## config.mk

```make
export PLATFORM = sky130hd
export DESIGN_NAME = pipe_scoreboard_ctrl
export DESIGN_NICKNAME = d
export VERILOG_FILES = /design/src/rtl/pipe_scoreboard_ctrl.sv
export SDC_FILE = /design/constraint.sdc
export NUM_CORES = 1
export LEC_CHECK = 0
export ABC_AREA = 1
export CAP_MARGIN = 40
export CORE_AREA = 2 2 126 128
export CTS_CLUSTER_DIAMETER = 120
export DETAILED_ROUTE_END_ITERATION = 6
export DIE_AREA = 0 0 128 130
export PLACE_DENSITY = 0.81
export SLEW_MARGIN = 20
export SYNTH_ARGS = -nofsm -noshare
export SYNTH_HDL_FRONTEND = slang
export SYNTH_SLANG_ARGS = --single-unit
```

## constraint.sdc

```tcl
create_clock -name clk -period 3.3 [get_ports clk]
set_clock_uncertainty 0.2 [all_clocks]
set_input_delay 0.33 -clock clk [delete_from_list [all_inputs] [get_ports clk]]
set_output_delay 0.33 -clock clk [all_outputs]
set_load 0.01 [all_outputs]
```

## src/rtl/pipe_scoreboard_ctrl.sv

```systemverilog
// pipe_scoreboard_ctrl
//   Register scoreboard and pipeline control for an in-order pipeline with
//   multi-cycle loads. Each register owns a small countdown that is armed
//   when a load targeting it leaves ID. Any instruction in ID that reads or
//   writes a still-counting register is held (RAW and WAW). A debug FSM can
//   halt the whole pipeline and single-step it one cycle per step edge.
//
// Ports
//   clk, rst_n            clock, asynchronous active-low reset
//   issue_valid           instruction present in ID
//   issue_rs/_rt(_used)   source register numbers and whether they are read
//   issue_wr_en/_wr_addr  destination write enable and register
//   issue_is_load         instruction is a multi-cycle producer
//   flush_in              taken branch/jump; squash younger stages
//   debug_en, debug_step  halt request, single-step pulse/level
//   stat_clr              synchronous clear of the stall counter
//   stall                 hold IF/ID, bubble into EXE
//   id_flush              squash ID/EXE
//   issue_accept          instruction leaves ID this cycle
//   pipe_en               global stage enable (low while halted)
//   busy_vec              per-register pending-load flags
//   stall_cnt             saturating count of stalled cycles
module pipe_scoreboard_ctrl #(
  parameter int AW     = 5,
  parameter int LD_LAT = 2,
  parameter int DBG    = 1,
  parameter int CW     = 16
) (
  input  logic                 clk,
  input  logic                 rst_n,
  input  logic                 issue_valid,
  input  logic [AW-1:0]        issue_rs,
  input  logic [AW-1:0]        issue_rt,
  input  logic                 issue_rs_used,
  input  logic                 issue_rt_used,
  input  logic                 issue_wr_en,
  input  logic [AW-1:0]        issue_wr_addr,
  input  logic                 issue_is_load,
  input  logic                 flush_in,
  input  logic                 debug_en,
  input  logic                 debug_step,
  input  logic                 stat_clr,
  output logic                 stall,
  output logic                 id_flush,
  output logic                 issue_accept,
  output logic                 pipe_en,
  output logic [(2**AW)-1:0]   busy_vec,
  output logic [CW-1:0]        stall_cnt
);

  localparam int         NREG = 2**AW;
  localparam logic [2:0] LAT  = 3'(LD_LAT);

  typedef enum logic [1:0] {RUN, HALT, STEP} state_t;

  state_t        state_q, state_d;
  logic          step_q;
  logic [2:0]    cnt_q [NREG];
  logic [2:0]    cnt_d [NREG];
  logic [CW-1:0] stall_cnt_q, stall_cnt_d;
  logic          hazard;
  logic          step_edge;
  logic          load_arm;

  function automatic logic [CW-1:0] sat_inc(input logic [CW-1:0] v);
    return (v == {CW{1'b1}}) ? v : v + 1'b1;
  endfunction

  always_comb begin
    for (int r = 0; r < NREG; r++) busy_vec[r] = (cnt_q[r] != 3'd0);
  end

  assign pipe_en      = (state_q != HALT);
  assign hazard       = (issue_rs_used & busy_vec[issue_rs]) |
                        (issue_rt_used & busy_vec[issue_rt]) |
                        (issue_wr_en   & busy_vec[issue_wr_addr]);
  // Flush outranks stall: the instruction in ID is being squashed anyway.
  assign stall        = issue_valid & hazard & pipe_en & ~flush_in;
  assign issue_accept = issue_valid & ~hazard & ~flush_in & pipe_en;
  assign id_flush     = flush_in & pipe_en;
  assign load_arm     = issue_accept & issue_is_load & issue_wr_en &
                        (issue_wr_addr != '0);
  assign step_edge    = debug_step & ~step_q;
  assign stall_cnt    = stall_cnt_q;

  // Countdowns advance only while the pipeline moves, so a halt freezes
  // the remaining load latency. Flush leaves them alone because the
  // producers are older than the branch.
  always_comb begin
    for (int r = 0; r < NREG; r++) begin
      cnt_d[r] = cnt_q[r];
      if (pipe_en) begin
        if (load_arm && (issue_wr_addr == AW'(r))) cnt_d[r] = LAT;
        else if (cnt_q[r] != 3'd0)                 cnt_d[r] = cnt_q[r] - 3'd1;
      end
    end
    cnt_d[0] = 3'd0;
  end

  always_comb begin
    stall_cnt_d = stall_cnt_q;
    if (stat_clr)   stall_cnt_d = '0;
    else if (stall) stall_cnt_d = sat_inc(stall_cnt_q);
  end

  always_comb begin
    state_d = state_q;
    case (state_q)
      RUN:     if (debug_en) state_d = HALT;
      HALT:    if (!debug_en)     state_d = RUN;
               else if (step_edge) state_d = STEP;
      STEP:    state_d = debug_en ? HALT : RUN;
      default: state_d = RUN;
    endcase
    if (DBG == 0) state_d = RUN;
  end

  always_ff @(posedge clk or negedge rst_n) begin
    if (!rst_n) begin
      state_q     <= RUN;
      step_q      <= 1'b0;
      stall_cnt_q <= '0;
      for (int r = 0; r < NREG; r++) cnt_q[r] <= 3'd0;
    end else begin
      state_q     <= state_d;
      step_q      <= debug_step;
      stall_cnt_q <= stall_cnt_d;
      for (int r = 0; r < NREG; r++) cnt_q[r] <= cnt_d[r];
    end
  end

endmodule
```

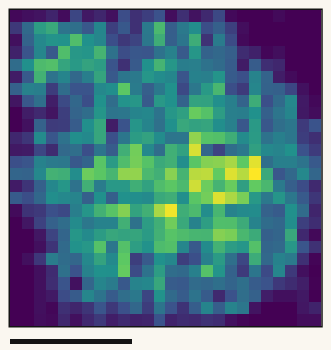
metal_density.png
Scale bar: 50 um. The die is cut into 26 by 26 equal tiles; dark purple is low, yellow is high, scaled to the fullest tile. Values are wire area over tile area, all layers added.
nearly empty tiles: 8.7%
mean over tiles: 0.22
fullest tile: 0.62
densest ninth of the die: center
emptiest ninth of the die: upper right
tiles over half the peak: 27%
routed length per instance: 15.3 um
gr usage total: 28.1%
Vias: 8174
final wirelength: 22.8 mm

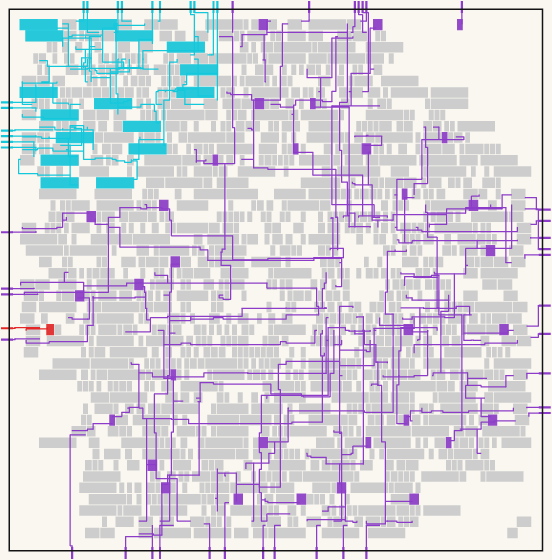
io_fan.png
| port | color | bits | direction | edge | end cells | buffers | wire |
|---|---|---|---|---|---|---|---|
| busy_vec | purple | 32 | output | 11 bottom, 10 right, 7 top, 4 left | 32 | 32 | 3000 um |
| stall_cnt | cyan | 16 | output | 10 top, 6 left | 16 | 16 | 664 um |
| id_flush | red | 1 | output | left | 1 | 1 | 12.6 um |
Port Buffers: 76
I/O pins: 78

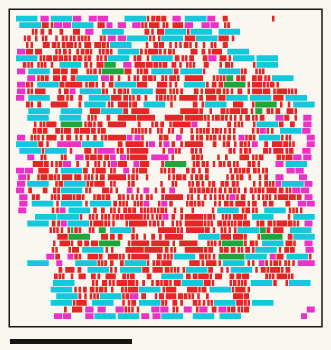
placement_by_type.png
Scale bar: 50 um.
| class | color | cells | share of their area |
|---|---|---|---|
| flops | cyan | 112 | 28% |
| combinational and other logic | red | 1061 | 59% |
| other buffers and delay cells | magenta | 112 | 11% |
| clock drivers and dummy loads | green | 16 | 3.0% |
final std cell area, no fill: 10400 um2
final core utilization: 67.2%
Seq area share: 27.1%
Cell Rows: 46

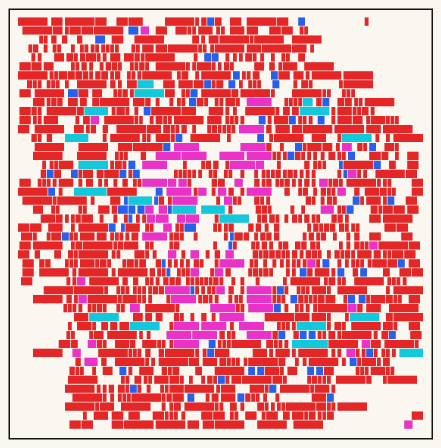
sizes.png
| size | color | cells | share |
|---|---|---|---|
| _2 cells | blue | 84 | 6.5% |
| _6 and larger | cyan | 19 | 1.5% |
| _3 and _4 cells | magenta | 69 | 5.3% |
| _0 and _1 cells | red | 1129 | 87% |
Signal buffers: 112
final setup margin: 0.317 ns
Layout area overhead: 16.1%

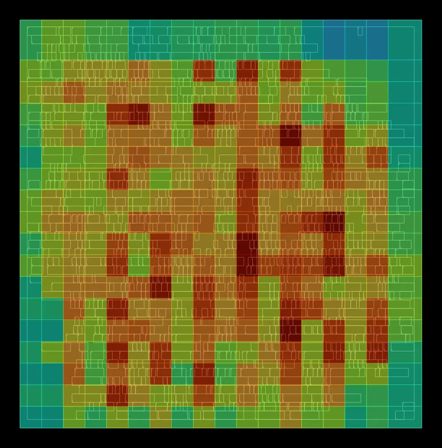
congestion.png
Most Crowded Layer GR: met2
met1 Track Usage GR: 38.1%

==> flow_summary.toml <==
# generated from flow reports
[power_and_ir_drop]
pg_clk_w = 0.00115
p_per_area_nw_per_um2 = 801
power.leakage_nw = 5.69
power_frac_seq_pct = 28.4
maxPowerGroup = "combinational cells"
seq_power_w = 0.00236
powerComb_w = 0.00478

[yosys]
ys_seq_share_pct = 31.4
flop_cell = "dfrtp_1"
yosys_cells = 1214
synth.distinct_cells = 34
simple_gate_share_pct = 44.1
area_leaders = "dfrtp_1 (31%), nand2_1 (18%), ha_1 (8.8%), nand4_4 (7.1%), inv_1 (6.6%)"
synth.most_common_cell = "nand2_1"
mux_area_share_pct = 0

[floorplan]
die_x_um = 128
die_area_um2 = 16600
core_um2 = 15400
die_h_um = 130

[sta]
maxSlewViolCount = 0
period_used_pct = 90.4
rsz0062_at_grt = "no"

[placement]
gp_congestion = 1.00
hpwl_mm = 16.8

[cells_and_area]
fillers = 1311

[global_routing]
grt_overflow = 0
grt_pass1_wl_mm = 37.5
antenna_found_initial = 0

[setup_path]
r2r_cells = 17
worst_setup_path_start_kind = "flop"
path_depth = 11
crit_buf_inv = 3

[clocking]
h-tree-depth = 3
cts_tree = "built"
clock_sinks = 112

[worst_hold_path]
worst_hold_path_type = "primary input to flop"
holdPathEnd = "step_q$_DFF_PN0_"

[routing]
post_drt_via_cell_ratio = 5.47
ant_nets = 0

[outcome]
outcome = "finished clean"
## flip-flops by register name, indices dropped and copies added, names as in the netlist
| name | flops |
|---|---|
| state_q | 2 |
| cnt_q | 93 |
| stall_cnt | 16 |
| step_q | 1 |
## stage by stage
| stage | cell area (um2) | total power (W) | std cells | hold slack (ns) | setup WS [ns] |
|---|---|---|---|---|---|
| after global routing | 10400 | 0.00906 | 1493 | 0.257 | 0.0810 |
| after detailed placement | 9970 | 0.00697 | 1475 | 0.164 | 0.0826 |
| final | 10400 | 0.00829 | 1493 | 0.252 | 0.317 |
| after global placement | 9940 | 0.00674 | 1474 | 0.156 | 0.0660 |
| after CTS | 10300 | 0.00821 | 1492 | 0.248 | 0.0249 |
| after floorplan | 8930 | 0.00558 | 1214 | -0.166 | 0.919 |
## timing repair
item / in CTS / in global routing
endpoints found under the hold margin: 39 / 0
pin swaps: 0 / 1
hold buffers: 1 / 0
endpoints found under the setup margin: 2 / 1
setup buffers: 0 / 1
resized: 10 / 18
## final cells by class
| cell class | count | area (um2) | share of cell area, % |
|---|---|---|---|
| multi-input cells | 895 | 5300 | 51.1 |
| repair buffers | 112 | 1090 | 10.5 |
| clock buffers | 11 | 243 | 2.34 |
| well taps | 192 | 240 | 2.32 |
| clock inverters | 5 | 63.8 | 0.616 |
| inverters | 166 | 623 | 6.02 |
| flip-flops and latches | 112 | 2800 | 27.1 |
## layer usage
| layer | routed length (um) | share of wire [%] | vias to the layer above |
|---|---|---|---|
| met5 | 0 | 0 | - |
| met4 | 408 | 1.8 | 0 |
| met3 | 1430 | 6.3 | 33 |
| met2 | 10800 | 47 | 258 |
| met1 | 10200 | 45 | 3846 |
| li1 | - | - | 4037 |
Power and IR drop assume default switching activity.
